==> src/rtl/sseg_scan_ctrl.sv <==
// Four-digit seven-segment scan scheduler: blank/lit slots per digit, shadow
// digit registers committed to the displayed set at each frame boundary.
//
// state | meaning
// OFF   | display dark, scan parked at digit 0, writes always accepted
// BLANK | first BLANK_CYC cycles of a slot, all anodes off
// SHOW  | rest of the slot, digit idx lit from its active register
module sseg_scan_ctrl #(
  parameter int SCAN_DIV  = 100000,
  parameter int BLANK_CYC = 1000
) (
  input  logic       clock,
  input  logic       reset,
  input  logic       enable,
  input  logic       wr_en,
  input  logic [1:0] wr_addr,
  input  logic [4:0] wr_data,
  input  logic       wr_dp,
  output logic       wr_ready,
  output logic [7:0] seg,
  output logic [3:0] an,
  output logic [1:0] scan_idx,
  output logic       frame_start
);

  localparam int CW = (SCAN_DIV > 1) ? $clog2(SCAN_DIV) : 1;
  localparam logic [CW-1:0] CNT_LAST   = CW'(SCAN_DIV - 1);
  localparam logic [CW-1:0] BLANK_LAST = CW'(BLANK_CYC - 1);
  // digit record: [5] = blank, [4:1] = hex value, [0] = dp
  localparam logic [5:0] DIGIT_BLANK = 6'b10_0000;

  typedef enum logic [1:0] {S_OFF, S_BLANK, S_SHOW} state_t;

  state_t        state;
  logic [CW-1:0] cnt;
  logic [1:0]    idx;
  logic [5:0]    shadow [4];
  logic [5:0]    active [4];
  logic [5:0]    digit;
  logic [7:0]    seg_show;
  logic          commit;

  function automatic logic [6:0] hex_dec(input logic [3:0] v);
    case (v)
      4'h0: hex_dec = 7'h40;
      4'h1: hex_dec = 7'h79;
      4'h2: hex_dec = 7'h24;
      4'h3: hex_dec = 7'h30;
      4'h4: hex_dec = 7'h19;
      4'h5: hex_dec = 7'h12;
      4'h6: hex_dec = 7'h02;
      4'h7: hex_dec = 7'h78;
      4'h8: hex_dec = 7'h00;
      4'h9: hex_dec = 7'h10;
      4'hA: hex_dec = 7'h08;
      4'hB: hex_dec = 7'h03;
      4'hC: hex_dec = 7'h46;
      4'hD: hex_dec = 7'h21;
      4'hE: hex_dec = 7'h06;
      default: hex_dec = 7'h0E;
    endcase
  endfunction

  assign digit    = active[idx];
  assign seg_show = {~digit[0], digit[5] ? 7'h7F : hex_dec(digit[4:1])};
  assign commit   = (state == S_BLANK) && (cnt == '0) && (idx == 2'd0);

  always_ff @(posedge clock) begin
    if (reset) begin
      state       <= S_OFF;
      cnt         <= '0;
      idx         <= 2'd0;
      an          <= 4'hF;
      seg         <= 8'hFF;
      scan_idx    <= 2'd0;
      frame_start <= 1'b0;
      wr_ready    <= 1'b1;
      for (int i = 0; i < 4; i++) begin
        shadow[i] <= DIGIT_BLANK;
        active[i] <= DIGIT_BLANK;
      end
    end else begin
      // display outputs trail the state register by one cycle
      an       <= (state == S_SHOW) ? ~(4'b0001 << idx) : 4'hF;
      seg      <= (state == S_SHOW) ? seg_show : 8'hFF;
      scan_idx <= idx;

      if (commit) begin
        for (int i = 0; i < 4; i++) active[i] <= shadow[i];
      end
      if (wr_en && wr_ready) shadow[wr_addr] <= {wr_data, wr_dp};

      // frame_start / wr_ready are set on entry so they coincide with the commit cycle
      frame_start <= 1'b0;
      wr_ready    <= 1'b1;
      case (state)
        S_OFF: begin
          state       <= S_BLANK;
          cnt         <= '0;
          idx         <= 2'd0;
          frame_start <= 1'b1;
          wr_ready    <= 1'b0;
        end
        S_BLANK: begin
          cnt <= cnt + 1'b1;
          if (cnt == BLANK_LAST) state <= S_SHOW;
        end
        default: begin
          if (cnt == CNT_LAST) begin
            state <= S_BLANK;
            cnt   <= '0;
            idx   <= idx + 1'b1;
            if (idx == 2'd3) begin
              frame_start <= 1'b1;
              wr_ready    <= 1'b0;
            end
          end else begin
            cnt <= cnt + 1'b1;
          end
        end
      endcase

      if (!enable) begin
        state       <= S_OFF;
        cnt         <= '0;
        idx         <= 2'd0;
        frame_start <= 1'b0;
        wr_ready    <= 1'b1;
      end
    end
  end

endmodule

==> config.mk <==
export PLATFORM = sky130hd
export DESIGN_NAME = sseg_scan_ctrl
export DESIGN_NICKNAME = d
export VERILOG_FILES = /design/src/rtl/sseg_scan_ctrl.sv
export SDC_FILE = /design/constraint.sdc
export NUM_CORES = 1
export LEC_CHECK = 0
export ABC_CLOCK_PERIOD_IN_PS = 4200
export CELL_PAD_IN_SITES_DETAIL_PLACEMENT = 0
export CELL_PAD_IN_SITES_GLOBAL_PLACEMENT = 1
export CORE_MARGIN = 2
export CORE_UTILIZATION = 40
export CTS_BUF_LIST = sky130_fd_sc_hd__clkbuf_16
export CTS_CLUSTER_SIZE = 24
export DETAILED_ROUTE_END_ITERATION = 12
export PLACE_DENSITY = 0.74
export SYNTH_ARGS = -nofsm -noshare
export SYNTH_HDL_FRONTEND = slang
export SYNTH_SLANG_ARGS = --single-unit
==> constraint.sdc <==
create_clock -name clock -period 4.2 [get_ports clock]
set_clock_uncertainty 0.1 [all_clocks]
set_input_delay 1.05 -clock clock [delete_from_list [all_inputs] [get_ports clock]]
set_output_delay 1.05 -clock clock [all_outputs]
set_load 0.02 [all_outputs]
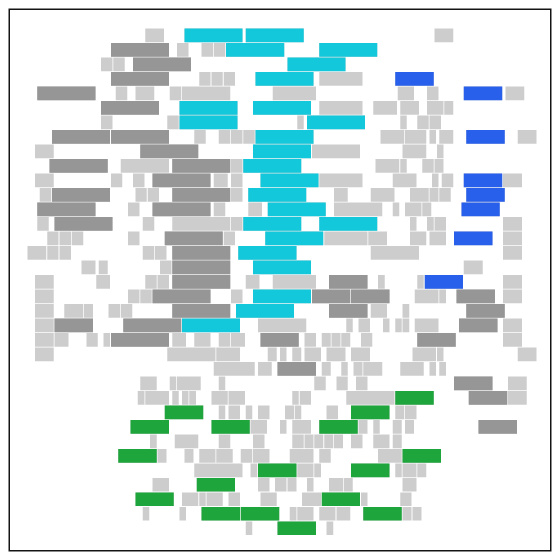
(register map, names as in the netlist)
Other sequential cells in the stronger gray, the rest of the logic in the fainter gray.
netlist name	color	sequential cells
cnt	green	17
active	cyan	24
seg	blue	8
P_seq: 0.934 mW
Flop area: 0.00222 mm^2
Final Util: 48.4%

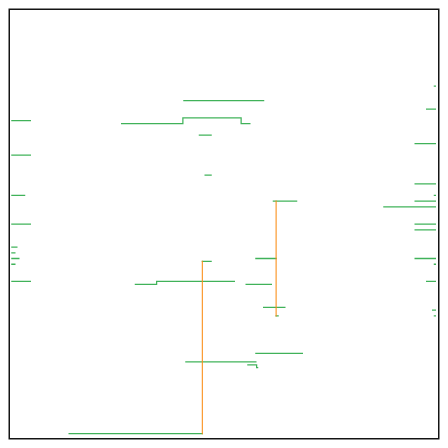
(signal wires by layer)
Two of the layers only.
layer	color	wire length
metal 3	green	237 um
metal 4	orange	68.0 um
Vias: 2,340
WL final: 6590 um
wire per inst: 14.4 um
GRT Total Usage: 14.1%

kinds of logic after synthesis:
group / Yosys count / synth area share [%]
and+or+nand+nor: 141 / 21.9
DFF: 87 / 58.6
AOI/OAI and AO/OA: 31 / 5.45
buffers and inverters: 24 / 3.07
adders and majority gates: 13 / 4.29
xor gates and xnor gates: 10 / 2.31
muxes: 9 / 4.39
worst max-delay path, delay by kind of cell:
kind / cells / cell delay [ps]
AND/OR/NAND/NOR: 3 / 900
buffers and inverters: 3 / 760
registers in the layout, indices dropped and copies added (netlist names), named ones only:
| signal | cells |
|---|---|
| an | 4 |
| cnt | 17 |
| wr_ready | 1 |
| state | 2 |
| shadow | 24 |
| seg | 8 |
| idx | 2 |
| frame_start | 1 |
| active | 24 |
| scan_idx | 2 |
==> impl_metrics.env <==
# physical design summary
export IMPL_status="finished, final reports clean"
export IMPL_initCoreUtil_pct=41.2
export IMPL_gr_usage_met1_pct=19.9
export IMPL_use_met2_pct=21.2
export IMPL_taps=111
export IMPL_path_clk_slew_ps=60
export IMPL_rsz0062_at_grt="false"
export IMPL_synth_cell_types=48
export IMPL_area_growth_pct=17.4
export IMPL_dominant_cells="flip-flops and latches"
export IMPL_reg2reg_from="idx[0]"
export IMPL_htree_levels=3
export IMPL_hold_depth=1
export IMPL_crit_path_start_kind="primary input"
export IMPL_numSynthFlops=87
export IMPL_comb_cells=204
export IMPL_wl_met3_um=237
export IMPL_fin_crit_ps=2790
export IMPL_comb_area_mm2=0.00147
export IMPL_pwr_share_seq_pct=51.8
export IMPL_area_leaders="edfxtp_1 (38%), dfxtp_1 (21%), and2_1 (6.8%)"
export IMPL_clkPwrFrac_pct=43.7
export IMPL_postCtsSetupBuffers=0
export IMPL_clk_share_pct=6.69
export IMPL_drtPass1Iterations=4
export IMPL_ys_seq_share_pct=58.6
export IMPL_port_buffers=27
export IMPL_die_area_mm2=0.0103
export IMPL_synth_area_per_cell_um2=12.0
export IMPL_finalPower_mw=1.80
export IMPL_route_met2_wl_um=2920
export IMPL_ys_warn_count=0
export IMPL_ff_type="edfxtp_1"
export IMPL_met1_length_um=3370
export IMPL_grt_pass1_wl_um=11100
export IMPL_grt_max_degree=25
export IMPL_crit_path_top_delay_cell="nor3b_1"
export IMPL_fp_dieH_um=101
export IMPL_path_class="in -> reg"
export IMPL_tightest_slew_ps=1110
export IMPL_crit_path_max_fanout=11
export IMPL_warnings=36
export IMPL_synth_edff_count=48
export IMPL_p_clk_mw=0.788
export IMPL_sh_seq_area_pct=49.9
export IMPL_clkbuf_count=9
export IMPL_fin_area_mm2=0.00445
export IMPL_leakagePower_nw=1.57
export IMPL_crit_required_ps=4140
export IMPL_hold_path_class="reg -> reg"
export IMPL_root_buffer="clkbuf_16"
export IMPL_insertion_delay_ps=330
export IMPL_cp_cell_sequence="clkdlybuf4s50_1 > buf_4 > inv_1 > nand3_1 > nor3b_1 > or2_2"
export IMPL_placementRows=35
export IMPL_combinationalPowerShare_pct=4.5
export IMPL_most_common_cell="edfxtp_1"
export IMPL_reg2reg_to="active[1][0]"
export IMPL_min_from="shadow[3][5]"
export IMPL_regToRegSetupSlack_ps=1710
export IMPL_fillers=849
export IMPL_yosysTopAreaCell="edfxtp_1"
export IMPL_ios=28
export IMPL_pg_comb_mw=0.0813
export IMPL_final_setup_tns_ps=0
export IMPL_yosysChipArea_mm2=0.00379
export IMPL_cts_tree="done"
export IMPL_drtIter0Drc=98
export IMPL_place_area_mm2=0.00415
export IMPL_reg2regPathDepth=5
export IMPL_hold_end="active[3][5]"
export IMPL_die_x_um=101
export IMPL_final_layout_size_suffix_gt1_share_pct=9.51
export IMPL_buffers=29
export IMPL_post_route_period_util_pct=66.4
export IMPL_dr_max_layer_used="met4"
export IMPL_netSwitchingPower_mw=0.381
export IMPL_ctsHoldBuffers=0
export IMPL_clockBufferDepth=2
export IMPL_maxPowerGroup="registers"
export IMPL_grt_ovfl_total=0
export IMPL_ir_drop_uv=203
export IMPL_setup_violations=0
export IMPL_synthCells=315
export IMPL_holdWs_ps=398
export IMPL_drc=0
export IMPL_async_flop_share_pct=0
export IMPL_drv_slew=0
export IMPL_placed_cells_incl_taps=442
export IMPL_p_int_mw=1.42
export IMPL_buf_share_pct=6.41
export IMPL_hold_violations=0
export IMPL_max_stage_delay_ps=480
export IMPL_ant_nets=0
export IMPL_nets=367
export IMPL_antenna_found_initial=0
export IMPL_first_global_vias=2244
export IMPL_via_per_inst=5.11
export IMPL_relSlewSlack_pct=26.1
export IMPL_synth_stat_cells=315
export IMPL_preCtsSetupSlack_ps=1030
export IMPL_numClockSinks=87
export IMPL_dp_hpwl_um=4750
export IMPL_synth_top_cell_area_share_pct=38.0
export IMPL_post_cts_resized=0
export IMPL_stdcell_count=458
export IMPL_layout_cells_most_common_list="edfxtp_1 (48), and2_1 (41), dfxtp_1 (39)"
export IMPL_inverters=11
export IMPL_fmax_mhz=358
export IMPL_core_area_mm2=0.00920
export IMPL_netlist_area_mm2=0.00379
export IMPL_cp_end_kind="flop"
export IMPL_use_met3_pct=3.17
export IMPL_cts_buffers=9
export IMPL_syn_nets=340
export IMPL_sh_comb_area_pct=32.9
export IMPL_cp_arrival_ps=2730
export IMPL_globalplace_congestion=0.790
export IMPL_switching_share_pct=21.1
export IMPL_max_cap_violations=0
export IMPL_setup_ws_ps=1410
export IMPL_mostFrequentLayoutCell="edfxtp_1"
export IMPL_common_cells="edfxtp_1 (48), and2_1 (41), dfxtp_1 (39), nor2_1 (18), nand2_1 (17)"
export IMPL_nFlopsAndLatches=87
export IMPL_cp_startpoint="reset"
export IMPL_busiest_layer="met2"
export IMPL_critPathCapture="shadow[2][0]"
export IMPL_antennaDiodeCount=0
export IMPL_p_per_area_mw_per_mm2=405
Power is estimated from default activity; no workload was simulated.
